--- src/rtl/bird_motion.sv ---
// Vertical motion and life-cycle FSM for the flapping bird: rises on flaps,
// falls on idle frame ticks, dies on the floor or on a pipe hit.
module bird_motion #(
    parameter int START_ROW  = 8,
    parameter int MAX_ROW    = 15,
    parameter int RISE       = 2,
    parameter int FALL_TICKS = 2
) (
    input  logic       Clock,
    input  logic       Reset,
    input  logic       start,
    input  logic       flap,
    input  logic       tick,
    input  logic       hit,
    output logic [3:0] pos,
    output logic       alive,
    output logic       game_over
);

    localparam int CW = $clog2(FALL_TICKS + 1);

    typedef enum logic [1:0] {
        IDLE = 2'b00,
        FLY  = 2'b01,
        DEAD = 2'b10
    } state_t;

    state_t        state, state_next;
    logic [3:0]    pos_next;
    logic [CW-1:0] fall_cnt, fall_cnt_next, fall_cnt_inc;
    logic          flap_latch, flap_latch_next;
    logic [4:0]    rise_sum;

    // Sum is one bit wider than pos so the clamp sees the true value.
    assign rise_sum     = {1'b0, pos} + 5'(RISE);
    assign fall_cnt_inc = fall_cnt + 1'b1;

    // NOTE: every signal is given a default first so no path through the case leaves it unassigned, which would infer a latch.
    always_comb begin
        state_next      = state;
        pos_next        = pos;
        fall_cnt_next   = fall_cnt;
        flap_latch_next = flap_latch;
        unique case (state)
            IDLE: begin
                pos_next        = 4'(START_ROW);
                fall_cnt_next   = '0;
                flap_latch_next = 1'b0;
                if (start) state_next = FLY;
            end
            FLY: begin
                if (hit) begin
                    state_next      = DEAD;
                    flap_latch_next = 1'b0;
                end else if (tick) begin
                    if (flap_latch || flap) begin
                        pos_next        = (rise_sum > 5'(MAX_ROW)) ? 4'(MAX_ROW) : rise_sum[3:0];
                        flap_latch_next = 1'b0;
                        fall_cnt_next   = '0;
                    end else if (fall_cnt_inc == CW'(FALL_TICKS)) begin
                        fall_cnt_next = '0;
                        if (pos != 4'd0) pos_next   = pos - 4'd1;
                        else             state_next = DEAD;
                    end else begin
                        fall_cnt_next = fall_cnt_inc;
                    end
                end else if (flap) begin
                    flap_latch_next = 1'b1;
                end
            end
            DEAD: begin
                fall_cnt_next   = '0;
                flap_latch_next = 1'b0;
                if (start) begin
                    state_next = IDLE;
                    pos_next   = 4'(START_ROW);
                end
            end
            default: begin
                state_next      = IDLE;
                pos_next        = 4'(START_ROW);
                fall_cnt_next   = '0;
                flap_latch_next = 1'b0;
            end
        endcase
    end

    // NOTE: reset is synchronous here, so it sits inside the clocked branch rather than in the sensitivity list.
    always_ff @(posedge Clock) begin
        if (Reset) begin
            state      <= IDLE;
            pos        <= 4'(START_ROW);
            fall_cnt   <= '0;
            flap_latch <= 1'b0;
        end else begin
            // NOTE: non-blocking assignments so every register samples the pre-edge values.
            state      <= state_next;
            pos        <= pos_next;
            fall_cnt   <= fall_cnt_next;
            flap_latch <= flap_latch_next;
        end
    end

    assign alive     = (state == FLY);
    assign game_over = (state == DEAD);

endmodule

--- config.mk ---
export PLATFORM = sky130hd
export DESIGN_NAME = bird_motion
export DESIGN_NICKNAME = d
export VERILOG_FILES = /design/src/rtl/bird_motion.sv
export SDC_FILE = /design/constraint.sdc
export NUM_CORES = 1
export LEC_CHECK = 0
export CAP_MARGIN = 25
export CORE_MARGIN = 3
export CORE_UTILIZATION = 49
export CTS_CLUSTER_SIZE = 30
export DETAILED_ROUTE_END_ITERATION = 8
export PLACE_DENSITY = 0.73
export REMOVE_ABC_BUFFERS = 1
export SYNTH_ARGS = -nofsm -noshare
export SYNTH_HDL_FRONTEND = slang
export SYNTH_SLANG_ARGS = --single-unit
--- constraint.sdc ---
create_clock -name Clock -period 1.8 [get_ports Clock]
set_input_delay 0.18 -clock Clock [delete_from_list [all_inputs] [get_ports Clock]]
set_output_delay 0.18 -clock Clock [all_outputs]
set_load 0.02 [all_outputs]
==> run notes <==
fresh numbers from the pnr run: status complete, no violations, RSZ-0062 raised after global routing false, Final Critical Period roughly 1.7 ns, IO Port Bufs 11, DRT Pass-1 Iters 3, Syn Inst Count ~74, CP max FO 7, hold wc startpoint fall_cnt[1], initial antenna violation count 0, Final setup viols 0, Hold Crit Class reg -> reg, GR peak layer met2, Critical Path End Type output port, RePlAce Congestion ~0.82, met1 usage 24.7%, yosys synthesis chip area around 660 um^2, VDD IR max ~0.53 mV, Std-Cell Rows 12, Synth Flop Type dfxtp_1, Boundary Pins 12, CTS tree built, P_leak 0.317 nW, met3 usage around 3.8%, routed wire length 1510 um, EDFF count, synth 0, deepest level of the CTS H-tree 1, setup TNS 0 ns, worst r2r src pos[1], DP HPWL roughly 1200 um, share of layout cells above drive strength 1 between 15 and 20%, First DRT Iteration DRCs 11, period utilisation layout 94.9%, hold worst-path end fall_cnt[1], DR vias 603, distinct lib cells 38, Routed Antenna Nets 0, # placed instances 100, Post-CTS Setup Inserts 0, slew margin rel. 74.6%, CTS Buffer Depth 2, routed len/inst 14.5 um, Total Routing Usage GR around 18%, FP Core Util a little under three fifths, Post-route DRC 0, max-cap viol count 0, Hold Path Depth 1, warnings from Yosys 0, vias per cell 5.80, fmax about 590 MHz, met2 GRT Util 26.6%, crit path launch type register, WP data required 1.62 ns, Flops after synth 9, area delta synth->final 24.7%, Final Non-Filler Cells 104, Final Hold Vio Count 0, Core Footprint between 1000 and 1500 um^2, crit path DAT approximately 1.5 ns, Mapped Area 659 um^2, gr ovfl total 0, syn_area_per_cell 8.91 um^2, Filler Cell Count 106, FF-to-FF setup slack 0.15 ns, fin nets 104
==> Yosys cell counts, types with 2 or more instances <==
master | n | share of area, %
o21ai_0 | 2 | 1.5
dfxtp_1 | 9 | 27
a311oi_1 | 2 | 2.7
o311ai_0 | 2 | 2.7
ha_1 | 7 | 13
inv_1 | 4 | 2.3
nand2_1 | 6 | 3.4
nor2_1 | 5 | 2.8
a21oi_1 | 4 | 3.0
nand2b_1 | 4 | 3.8
o21a_1 | 2 | 2.3
==> worst max-delay path by stage <==
stage                         to  slack, ns  cells past startpoint  startpoint
final                      alive       0.09                      3    state[1]
after global routing      pos[1]      0.006                      6      pos[1]
after global placement    pos[3]       0.17                      5        flap
after detailed placement  pos[3]       0.17                      6      pos[1]
after CTS                  alive       0.07                      3    state[1]
after floorplan           pos[3]       0.20                      6      pos[1]
==> stage by stage <==
stage          utilization, %  power (W)  area [um^2]  hold WS [ns]  setup WS (ns)
4_1_cts                  69.1   0.000474          820         0.493         0.0655
5_1_grt                  69.3   0.000497          822         0.529        0.00566
2_1_floorplan               -   0.000272          643         0.252          0.199
3_5_place_dp             66.9   0.000314          793         0.487          0.166
3_3_place_gp             66.9   0.000312          793         0.471          0.170
6_report                 69.3   0.000472          822         0.492         0.0912
==> critical path, stage by stage, from the launching register on <==
cell	delay [ns]
dfxtp_1	0.34
nand2b_2	0.24
inv_1	0.09
clkdlybuf4s50_1	0.60
==> state kept, by name, indices dropped and copies added (netlist names) <==
signal / count
fall_cnt: 2
flap_latch: 1
pos: 4
state: 2
==> kinds of logic (layout without fill, tap and decap cells) <==
| kind of cell | after synthesis | in the layout | synth area share, % |
|---|---|---|---|
| AOI/OAI and AO/OA | 20 | 20 | 23.0 |
| xor gates and xnor gates | 2 | 2 | 2.66 |
| adders and majority gates | 7 | 7 | 13.3 |
| buffers and inverters | 6 | 22 | 4.74 |
| DFF | 9 | 9 | 27.3 |
| and+or+nand+nor | 30 | 30 | 29.0 |
==> final cells by class <==
cell class | count | area, um^2 | area share [%]
Multi-Input combinational cell | 59 | 450 | 54.8
Sequential cell | 9 | 180 | 21.9
Timing Repair Buffer | 14 | 133 | 16.1
Clock buffer | 4 | 26.3 | 3.20
Tap cell | 14 | 17.5 | 2.13
Inverter | 4 | 15.0 | 1.83
==> cell usage in the layout, fill, tap and decap left out, types with 2 or more instances in the layout <==
cell type and count:
clkdlybuf4s50_1 11, dfxtp_1 9, ha_1 7, nand2_1 6, nor2_1 5, inv_1 4
a21oi_1 4, nand2b_1 3, clkbuf_4 3, buf_4 3, o21ai_0 2, o311ai_0 2
a311oi_1 2, o21a_1 2
==> layer usage <==
layer	wire, um	vias to the layer above	part of all wire [%]
li1	-	308	-
met1	752	285	50
met2	701	8	46
met3	38	2	2.5
met4	15	0	0.99
met5	0	-	0
==> power breakdown <==
part / internal, W / total, W / leakage [nW] / switching (W)
combinational: 0.0000469 / 0.0000968 / 0.229 / 0.0000499
clock: 0.0000857 / 0.000161 / 0.0150 / 0.0000750
sequential: 0.000206 / 0.000214 / 0.0731 / 0.00000868
total: 0.000338 / 0.000472 / 0.317 / 0.000134
==> what timing repair did <==
item	in CTS	in global routing
resized	0	1
endpoints found under the hold margin	0	0
setup endpoints to repair	0	1
Figure 1. The clock network.
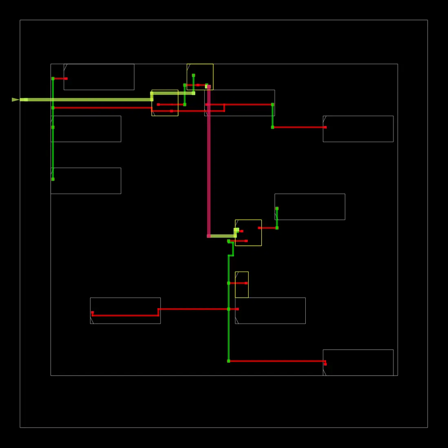
Worst Skew: 0.00255 ns
clock latency at the later pin of the worst-skew pair: 0.26 ns
clk pwr: 0.000161 W

Figure 2. Routed clock nets over the placement.
Drawn at 12 px/um.
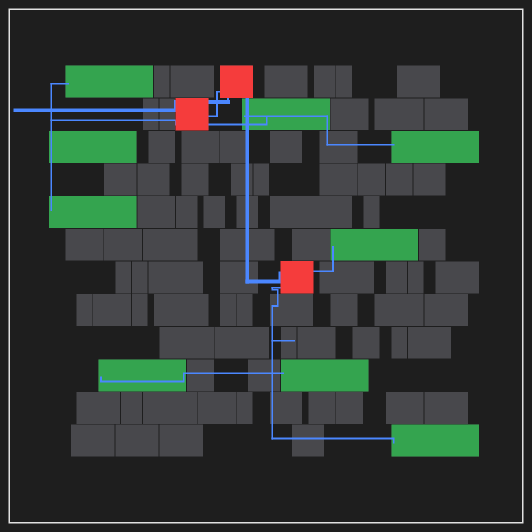
[green] flip-flops | count: 9
[red] cells driving clock nets | count: 3
[blue] clock wires | length: 141 um
routed clock nets: 4

Figure 3. Pin map.
Drawn at 6 px/um. Pins as bars across the die edge, other pins in gray.
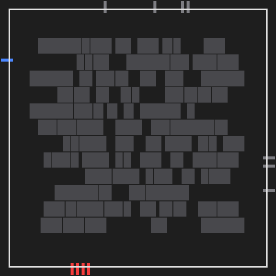
| color | port | pins | direction | edge |
|---|---|---|---|---|
| red | pos | 4 | output | south |
| blue | Clock | 1 | input | west |
all pins by edge: 4 north, 4 south, 3 east, 1 west

Figure 4. Signal wires on met2.
Drawn at 10 px/um. Cells faint in the background.
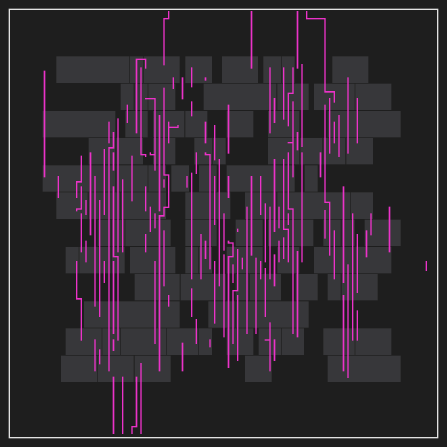
wire length on this layer: 702 um
nets with wire on the layer: 85
share of all routed wire: 47%
main direction: vertical

Figure 5. Placement by cell class.
Drawn at 10 px/um. Fill, decap, tap and diode cells in gray.
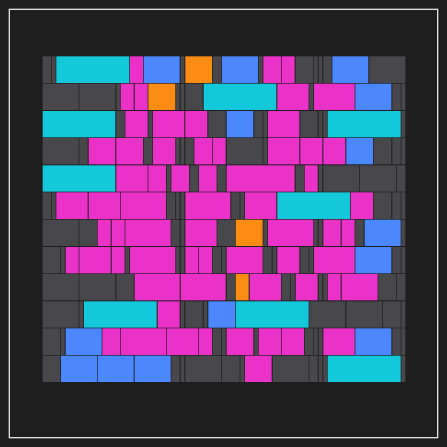
| color | class | cells |
|---|---|---|
| blue | other buffers and delay cells | 14 |
| orange | clock drivers and dummy loads | 4 |
| cyan | flip-flops | 9 |
| magenta | all other logic | 63 |

No activity file was given, so power comes from the tool's default toggle rates.
